<file path="src/rtl/writeback_unit_if.sv">
// Handshake and register-file write bundle between the MEM/WB pipeline register,
// the load-response path and the write-back stage.
interface writeback_unit_if #(
    parameter int REG_AW = 5
);
    logic              in_valid;
    logic              in_ready;
    logic [31:0]       in_instruction;
    logic [31:0]       in_alu_out;
    logic [REG_AW-1:0] in_dest;
    logic              mem_rsp_valid;
    logic [31:0]       mem_rsp_data;
    logic              wb_en;
    logic [REG_AW-1:0] wb_addr;
    logic [31:0]       wb_data;
    logic              misalign;
    logic              busy;

    modport master (
        output in_valid, in_instruction, in_alu_out, in_dest,
        output mem_rsp_valid, mem_rsp_data,
        input  in_ready, wb_en, wb_addr, wb_data, misalign, busy
    );

    modport slave (
        input  in_valid, in_instruction, in_alu_out, in_dest,
        input  mem_rsp_valid, mem_rsp_data,
        output in_ready, wb_en, wb_addr, wb_data, misalign, busy
    );
endinterface

</file>
<file path="src/rtl/writeback_unit.sv">
// MIPS write-back stage: waits on load responses, aligns and extends load data.
// Optional macro WB_LOAD_TIMEOUT_EN adds a load-response timeout and load_timeout pulse.
module writeback_unit #(
    parameter int REG_AW         = 5,
    parameter bit BIG_ENDIAN     = 1'b0,
    parameter int TIMEOUT_CYCLES = 16
) (
    input  logic              clk,
    input  logic              reset,
    writeback_unit_if.slave   bus
`ifdef WB_LOAD_TIMEOUT_EN
    ,
    output logic              load_timeout
`endif
);
    localparam logic [5:0] OP_LB  = 6'h20;
    localparam logic [5:0] OP_LH  = 6'h21;
    localparam logic [5:0] OP_LW  = 6'h23;
    localparam logic [5:0] OP_LBU = 6'h24;
    localparam logic [5:0] OP_LHU = 6'h25;

    typedef enum logic [0:0] {IDLE, WAIT} state_t;

    state_t            state_q;
    logic [5:0]        op_q;
    logic [1:0]        off_q;
    logic [REG_AW-1:0] dest_q;
    logic              wb_en_q;
    logic [REG_AW-1:0] wb_addr_q;
    logic [31:0]       wb_data_q;
    logic              misalign_q;

    logic [5:0]  in_op;
    logic [1:0]  in_off;
    logic        in_is_load;
    logic        in_misaligned;
    logic [7:0]  lane [4];
    logic [1:0]  byte_sel;
    logic [7:0]  sel_byte;
    logic [15:0] sel_half;
    logic [31:0] ext_data_d;

    assign in_op  = bus.in_instruction[31:26];
    assign in_off = bus.in_alu_out[1:0];

    assign in_is_load = (in_op == OP_LB) || (in_op == OP_LH) || (in_op == OP_LW) ||
                        (in_op == OP_LBU) || (in_op == OP_LHU);
    assign in_misaligned = ((in_op == OP_LW) && (in_off != 2'd0)) ||
                           (((in_op == OP_LH) || (in_op == OP_LHU)) && in_off[0]);

    generate
        for (genvar gi = 0; gi < 4; gi++) begin : g_lane
            assign lane[gi] = bus.mem_rsp_data[8*gi +: 8];
        end
    endgenerate

    // Big-endian mirrors the lane order: byte lane 3-off, and the upper half at off=0.
    assign byte_sel = BIG_ENDIAN ? (2'd3 - off_q) : off_q;
    assign sel_byte = lane[byte_sel];
    assign sel_half = (off_q[1] ^ BIG_ENDIAN) ? bus.mem_rsp_data[31:16] : bus.mem_rsp_data[15:0];

    always_comb begin
        ext_data_d = bus.mem_rsp_data;
        case (op_q)
            OP_LB:   ext_data_d = {{24{sel_byte[7]}}, sel_byte};
            OP_LBU:  ext_data_d = {24'h0, sel_byte};
            OP_LH:   ext_data_d = {{16{sel_half[15]}}, sel_half};
            OP_LHU:  ext_data_d = {16'h0, sel_half};
            default: ext_data_d = bus.mem_rsp_data;
        endcase
    end

`ifdef WB_LOAD_TIMEOUT_EN
    localparam int CNT_W = $clog2(TIMEOUT_CYCLES + 1);
    logic [CNT_W-1:0] cnt_q;
    logic             timeout_q;
`endif

    always_ff @(posedge clk) begin
        if (reset) begin
            state_q    <= IDLE;
            op_q       <= 6'h0;
            off_q      <= 2'd0;
            dest_q     <= '0;
            wb_en_q    <= 1'b0;
            wb_addr_q  <= '0;
            wb_data_q  <= 32'h0;
            misalign_q <= 1'b0;
`ifdef WB_LOAD_TIMEOUT_EN
            cnt_q      <= '0;
            timeout_q  <= 1'b0;
`endif
        end else begin
            wb_en_q    <= 1'b0;
            misalign_q <= 1'b0;
`ifdef WB_LOAD_TIMEOUT_EN
            timeout_q  <= 1'b0;
`endif
            case (state_q)
                IDLE: begin
                    // Any response seen here belongs to no outstanding load and is dropped.
                    if (bus.in_valid) begin
                        if (!in_is_load) begin
                            wb_en_q   <= (bus.in_dest != '0);
                            wb_addr_q <= bus.in_dest;
                            wb_data_q <= bus.in_alu_out;
                        end else if (in_misaligned) begin
                            misalign_q <= 1'b1;
                        end else begin
                            op_q    <= in_op;
                            off_q   <= in_off;
                            dest_q  <= bus.in_dest;
                            state_q <= WAIT;
`ifdef WB_LOAD_TIMEOUT_EN
                            cnt_q   <= '0;
`endif
                        end
                    end
                end
                WAIT: begin
                    if (bus.mem_rsp_valid) begin
                        wb_en_q   <= (dest_q != '0);
                        wb_addr_q <= dest_q;
                        wb_data_q <= ext_data_d;
                        state_q   <= IDLE;
                    end
`ifdef WB_LOAD_TIMEOUT_EN
                    else if (cnt_q == CNT_W'(TIMEOUT_CYCLES - 1)) begin
                        state_q   <= IDLE;
                        timeout_q <= 1'b1;
                    end else begin
                        cnt_q <= cnt_q + 1'b1;
                    end
`endif
                end
                default: state_q <= IDLE;
            endcase
        end
    end

    assign bus.in_ready = (state_q == IDLE);
    assign bus.busy     = (state_q == WAIT);
    assign bus.wb_en    = wb_en_q;
    assign bus.wb_addr  = wb_addr_q;
    assign bus.wb_data  = wb_data_q;
    assign bus.misalign = misalign_q;
`ifdef WB_LOAD_TIMEOUT_EN
    assign load_timeout = timeout_q;
`endif
endmodule
</file>
<file path="src/flat_wrapper.sv">
// flat-port wrapper written by rule: the top's interface ports become plain ports
module writeback_unit_flat 
#(
    parameter int REG_AW         = 5,
    parameter bit BIG_ENDIAN     = 1'b0,
    parameter int TIMEOUT_CYCLES = 16
)
  (clk, reset, bus_in_valid, bus_in_instruction, bus_in_alu_out, bus_in_dest, bus_mem_rsp_valid, bus_mem_rsp_data, bus_in_ready, bus_wb_en, bus_wb_addr, bus_wb_data, bus_misalign, bus_busy);
  writeback_unit_if #(.REG_AW(REG_AW)) bus_i ();
  input  logic clk;
  input  logic reset;
  input wire logic [$bits(bus_i.in_valid)-1:0] bus_in_valid;
  input wire logic [$bits(bus_i.in_instruction)-1:0] bus_in_instruction;
  input wire logic [$bits(bus_i.in_alu_out)-1:0] bus_in_alu_out;
  input wire logic [$bits(bus_i.in_dest)-1:0] bus_in_dest;
  input wire logic [$bits(bus_i.mem_rsp_valid)-1:0] bus_mem_rsp_valid;
  input wire logic [$bits(bus_i.mem_rsp_data)-1:0] bus_mem_rsp_data;
  output wire logic [$bits(bus_i.in_ready)-1:0] bus_in_ready;
  output wire logic [$bits(bus_i.wb_en)-1:0] bus_wb_en;
  output wire logic [$bits(bus_i.wb_addr)-1:0] bus_wb_addr;
  output wire logic [$bits(bus_i.wb_data)-1:0] bus_wb_data;
  output wire logic [$bits(bus_i.misalign)-1:0] bus_misalign;
  output wire logic [$bits(bus_i.busy)-1:0] bus_busy;
  assign bus_i.in_valid = bus_in_valid;
  assign bus_i.in_instruction = bus_in_instruction;
  assign bus_i.in_alu_out = bus_in_alu_out;
  assign bus_i.in_dest = bus_in_dest;
  assign bus_i.mem_rsp_valid = bus_mem_rsp_valid;
  assign bus_i.mem_rsp_data = bus_mem_rsp_data;
  assign bus_in_ready = bus_i.in_ready;
  assign bus_wb_en = bus_i.wb_en;
  assign bus_wb_addr = bus_i.wb_addr;
  assign bus_wb_data = bus_i.wb_data;
  assign bus_misalign = bus_i.misalign;
  assign bus_busy = bus_i.busy;
  writeback_unit #(.REG_AW(REG_AW), .BIG_ENDIAN(BIG_ENDIAN), .TIMEOUT_CYCLES(TIMEOUT_CYCLES)) u_core (.clk(clk), .reset(reset), .bus(bus_i));
endmodule
</file>
<file path="config.mk">
export PLATFORM = sky130hd
export DESIGN_NAME = writeback_unit_flat
export DESIGN_NICKNAME = d
export VERILOG_FILES = /design/src/rtl/writeback_unit_if.sv /design/src/rtl/writeback_unit.sv /design/src/flat_wrapper.sv
export SDC_FILE = /design/constraint.sdc
export NUM_CORES = 1
export LEC_CHECK = 0
export ABC_AREA = 1
export CAP_MARGIN = 20
export CORE_UTILIZATION = 47
export CTS_BUF_LIST = sky130_fd_sc_hd__clkbuf_4 sky130_fd_sc_hd__clkbuf_8
export DETAILED_ROUTE_END_ITERATION = 12
export PLACE_DENSITY = 0.95
export RECOVER_POWER = 25
export SLEW_MARGIN = 20
export SYNTH_ARGS = -nofsm -noshare
export SYNTH_HDL_FRONTEND = slang
export SYNTH_SLANG_ARGS = --single-unit
export TNS_END_PERCENT = 10
</file>
<file path="constraint.sdc">
create_clock -name clk -period 3.7 [get_ports clk]
set_input_delay 0.925 -clock clk [delete_from_list [all_inputs] [get_ports clk]]
set_output_delay 0.925 -clock clk [all_outputs]
set_load 0.01 [all_outputs]
</file>
### The metal 2 layer

Scale: 4 px per um.
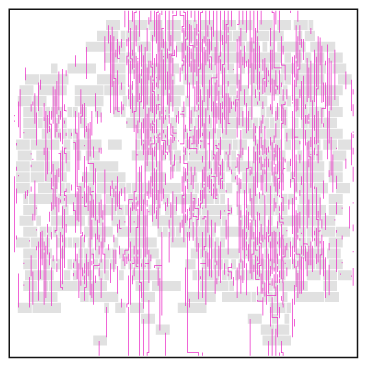
wire length on this layer: 4,860 um
share of all routed wire: 47%
longest straight run: 52.4 um
total length of routed wires: 10.3 mm
total vias in the final route: 3,819
met2 Usage GRT: 46.6%

### Layout detail

Window x 23 to 63, y 23 to 63 um. Cells in gray, sequential cells in the stronger gray; small squares are vias.
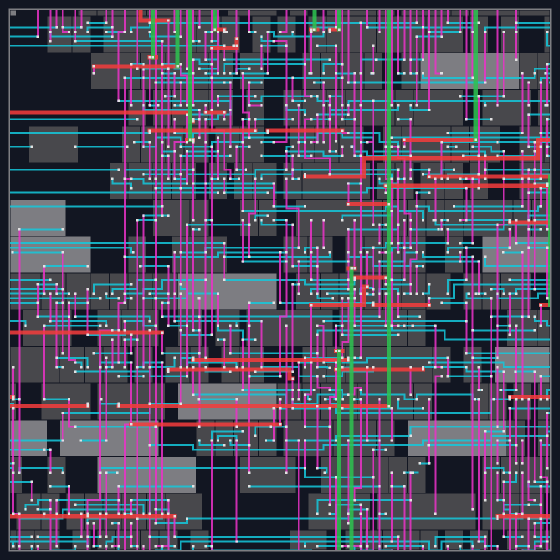
[metal 3] red
[metal 1] cyan
[metal 4] green
[metal 2] magenta
netlist names of flops here include: u_core.bus.wb_data (4), u_core.byte_sel (2), u_core.dest_q (2)
cells with their middle in the window: 200
most frequent: nand2_1 (54), nor2_1 (24)
sequential cells in the window: 10

### Placed standard cells

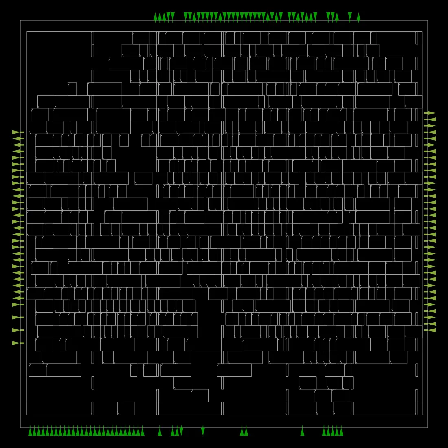
floorplan core area: 6870 um^2
row count: 30
core utilization of the finished layout: 66.9%
well-tap cell count: 96
# fillers: 584

==> summary.txt <==
Results of the run.

The post-CTS hold buffer count recorded in the log is 0. The pin count of the biggest net entering global routing is 39. The number of warnings reported in the yosys synthesis log is 0. The area fraction in mux cells is 0%. The worst setup path is captured at a flop. The initial antenna violation count is 0. Before placement the cells fill approximately 49% of the core.

The synthesis report gives the async set-or-reset register share as 0%. The clock period could shrink to 2.80 ns. Leaving out fill and tap cells, the most frequent cells in the layout are nand2_1 (116), clkdlybuf4s50_1 (98), nor2_1 (63).

The biggest fanout along the worst timing path is 24. The switching power is 0.400 mW. The internal portion of total power is between 0.9 and 1 mW. The number of buffers on the longest clock path is 2. The leading cell category by total area is multi-input combinational cells. In this run the top signal layer used is met4. The cell-mix breakdown from Yosys lists the simple-gate area share as between 30% and 40%. The transition time recorded at the tightest slew-check pin is 1.02 ns. The met1 routing resource usage after global routing is 34.9%.

The fraction of final cell area spent on non-clock buffers in this run is approximately a quarter. Pin placement for this block handled around 150 I/O pins. Once layout is complete, the cells apart from fillers number between 700 and 800. By instance count, the leading cell after synthesis is nand2_1. In this run, the synthesized area fraction spent on xor and xnor cells is recorded as 0%. After Yosys synthesis, full adders, half adders and majority gates account for 0% of the synthesized area. The dominant power group in this design is registers. The signal on the critical path passes through clkdlybuf4s50_1 > inv_1 > nor2_4 > nand3_2 > nand3_2 > clkbuf_1 > a21boi_0 > a21oi_1. The flow ran to the end, and the final reports show no timing, DRC or antenna violations. Detailed placement reports a standard cell area of around 4500 um^2.

Nets still carrying antenna violations after routing amount to 0. The destination of the worst hold path is u_core.dest_q[0]. The wire length of the first global-routing pass is about 17 mm. The final RePlAce weighted congestion is 0.873. The global route stage reports its total congestion overflow as 0. The synthesis run identifies the leading combinational cell family as simple AND/OR/NAND/NOR gates.

The number of logic gates is between 300 and 400. The final timing report lists a max-slew violation count of 0. The number of nets at floorplan is roughly 620. The number of DRC violations after detailed-routing iteration 0 is between 200 and 250. The latest clock arrival within the worst-skew pair is about 0.32 ns.

The share of synthesized cell area in and-or and or-and compound cells is between 20% and 30%. The flow reported a cell area power density of between 200 and 300 nW/um^2. The routed design shows a wire length per standard cell of 14.5 um. After synthesis, the cell types taking the most area are dfxtp_1 (31%), nand2_1 (13%), a21oi_1 (7.9%), nor2_1 (7.0%), inv_1 (5.2%).

The sequential share of cell area is 23.1%. Net switching is ~30% of the power. Prior to clock tree synthesis, the placed netlist has a worst setup slack of about 0.75 ns. After layout, the inverter instance count without clock inverters stands at roughly 50.

The leakage dissipation is about 2 nW. Yosys stat counts 516 cells in the synthesized netlist. Across all checked pins, the minimum headroom to the slew limit is 32.3%. TritonCTS reports the number of clock sinks as 53. The overall die width is around 87 um. The distinct cell type count of the synthesized netlist is 30.

The number of global-route vias before repair came to roughly 3.6k. The maximum clock frequency is roughly 360 MHz. The layer carrying the most global-route usage is met2. The share of the clock period used by the worst path after layout is approximately 76%.

Port buffering added between 100 and 150 buffers. The number of flip-flops in the largest register is 32. The part of the total power dissipated in combinational logic is roughly 26%.

The critical path ends at u_core.bus.wb_data[28]. Per STA, the highest per-stage delay on the worst path measures between 0.7 and 0.8 ns. The register cell area after layout is between 1000 and 1500 um^2. STA classifies the critical path startpoint as an input pin. Looking at the clock tree report, the root buffer type is clkbuf_8. The timing report attributes the biggest portion of critical-path delay to buffers and inverters. The final-report setup violation count is 0.

The data required time reported for the critical path is about 4 ns. TritonCTS built the clock tree. STA lists the endpoint of the worst register-to-register path as u_core.bus.wb_data[5]. In the final layout, the clock buffer count is 5. The logic area is 1900 um^2. The net count reported at finish is about 720.

Counting buffers and inverters, the worst setup path is 8 cells deep. Per the detail_route report, DRC violations left total 0. The biggest area contributor in the post-synthesis netlist is dfxtp_1.

In the finished design the tool counted flip-flops and latches totalling roughly 53. The critical path starts at bus_in_instruction[31]. For reference, the clock transition at the flip-flops on the worst setup and hold paths is approximately 0.10 ns.

The critical path is of the in2reg type. STA reports a reg2reg setup slack of 0.95 ns. The classification of the worst-slack hold path is reg2reg. The first-pass iteration count of the detailed router is 5.

In this run the critical register-to-register path is launched from u_core.bus.busy. In the post-route analysis, the smallest setup slack over all paths is between 0.9 and 1 ns. The post-CTS setup buffer count is 0. Per the cell usage report, the commonest logic cell in the layout is nand2_1. The area of the mapped netlist is 3370 um^2. 0 antenna diodes ended up in the layout. The amount of wire on met2 after detailed routing is approximately 5 mm. Buffers inserted during clock tree synthesis total 5.

Data on the critical path arrives at its endpoint at roughly 3.0 ns. After layout the clock buffers and inverters come to 2.04% of cell area. In this run the mean area of a mapped cell was 6.53 um^2.

The relative contribution of sequential cells to total power is between 40 and 50%. The post-CTS resize count is 0. Summed over all nets, the half-perimeter wirelength after detailed placement is around 7.4 mm. The synthesis report names the predominant flop master as dfxtp_1. The die is around 87 um tall. Logic depth along the worst register-to-register path is recorded as 7.

The synthesized instance count is 516. The die covers about 7500 um^2. The worst hold path was traced through 2 stages. The final setup skew is approximately 0.0062 ns. After routing, the total negative slack on setup checks comes to 0 ns. After routing the design area is ~4600 um^2.

Hold timing on the final database bottoms out at a slack of 0.509 ns. Counting stages on the worst path, the most repeated cell is nand3_2. After synthesis, the largest area contributor takes up a little under a third of total cell area. The routed design uses between 700 and 800 um of met3 wire.

Sequential elements use 31.5% of the synthesized area. The number of maximum-capacitance violations recorded for the run is 0. Of the total power, the clock network draws about a quarter. The design draws between 1 and 1.5 mW. For this design, the slowest cell found on the critical path is clkbuf_1. The buffer and inverter count on the worst path is 3. The multi-input gate share of the layout cell area is approximately two fifths. After detailed routing, the wire length on met1 is approximately 4.3 mm. For the combinational group, total power comes out at between 0.3 and 0.4 mW. In this run, synthesis inferred 0 flip-flops with an integrated enable. The layout summary lists the proportion of cells stronger than drive strength 1 as about 7.3%.

The launch point of the worst min-delay path is recorded as u_core.dest_q[0]. Once placement completed, the tool counted placed cells totaling ~700. Relative to the synthesized area, the layout overhead comes to 36.3%. The number of storage elements in the synthesis netlist is 53. The flow reports power dissipated in sequential cells as about 0.64 mW. In the global route stage, overall resource usage came out at about 28%. For this run, the detailed router reports a per-instance via density of 5.37. Setup repair after global routing left no endpoint under its margin. The flow reports power dissipated in the clock network as approximately 0.35 mW. By count the netlist is led by nand2_1 (116), nor2_1 (63), a21oi_1 (53), dfxtp_1 (53), inv_1 (47). The area reported by Yosys stat is 3370 um^2. The number of warnings in the stage logs is around 52. The worst-case vdd ir drop is ~0.00018 V.
Power figures rest on the tool's default switching activity, not on a simulated workload.
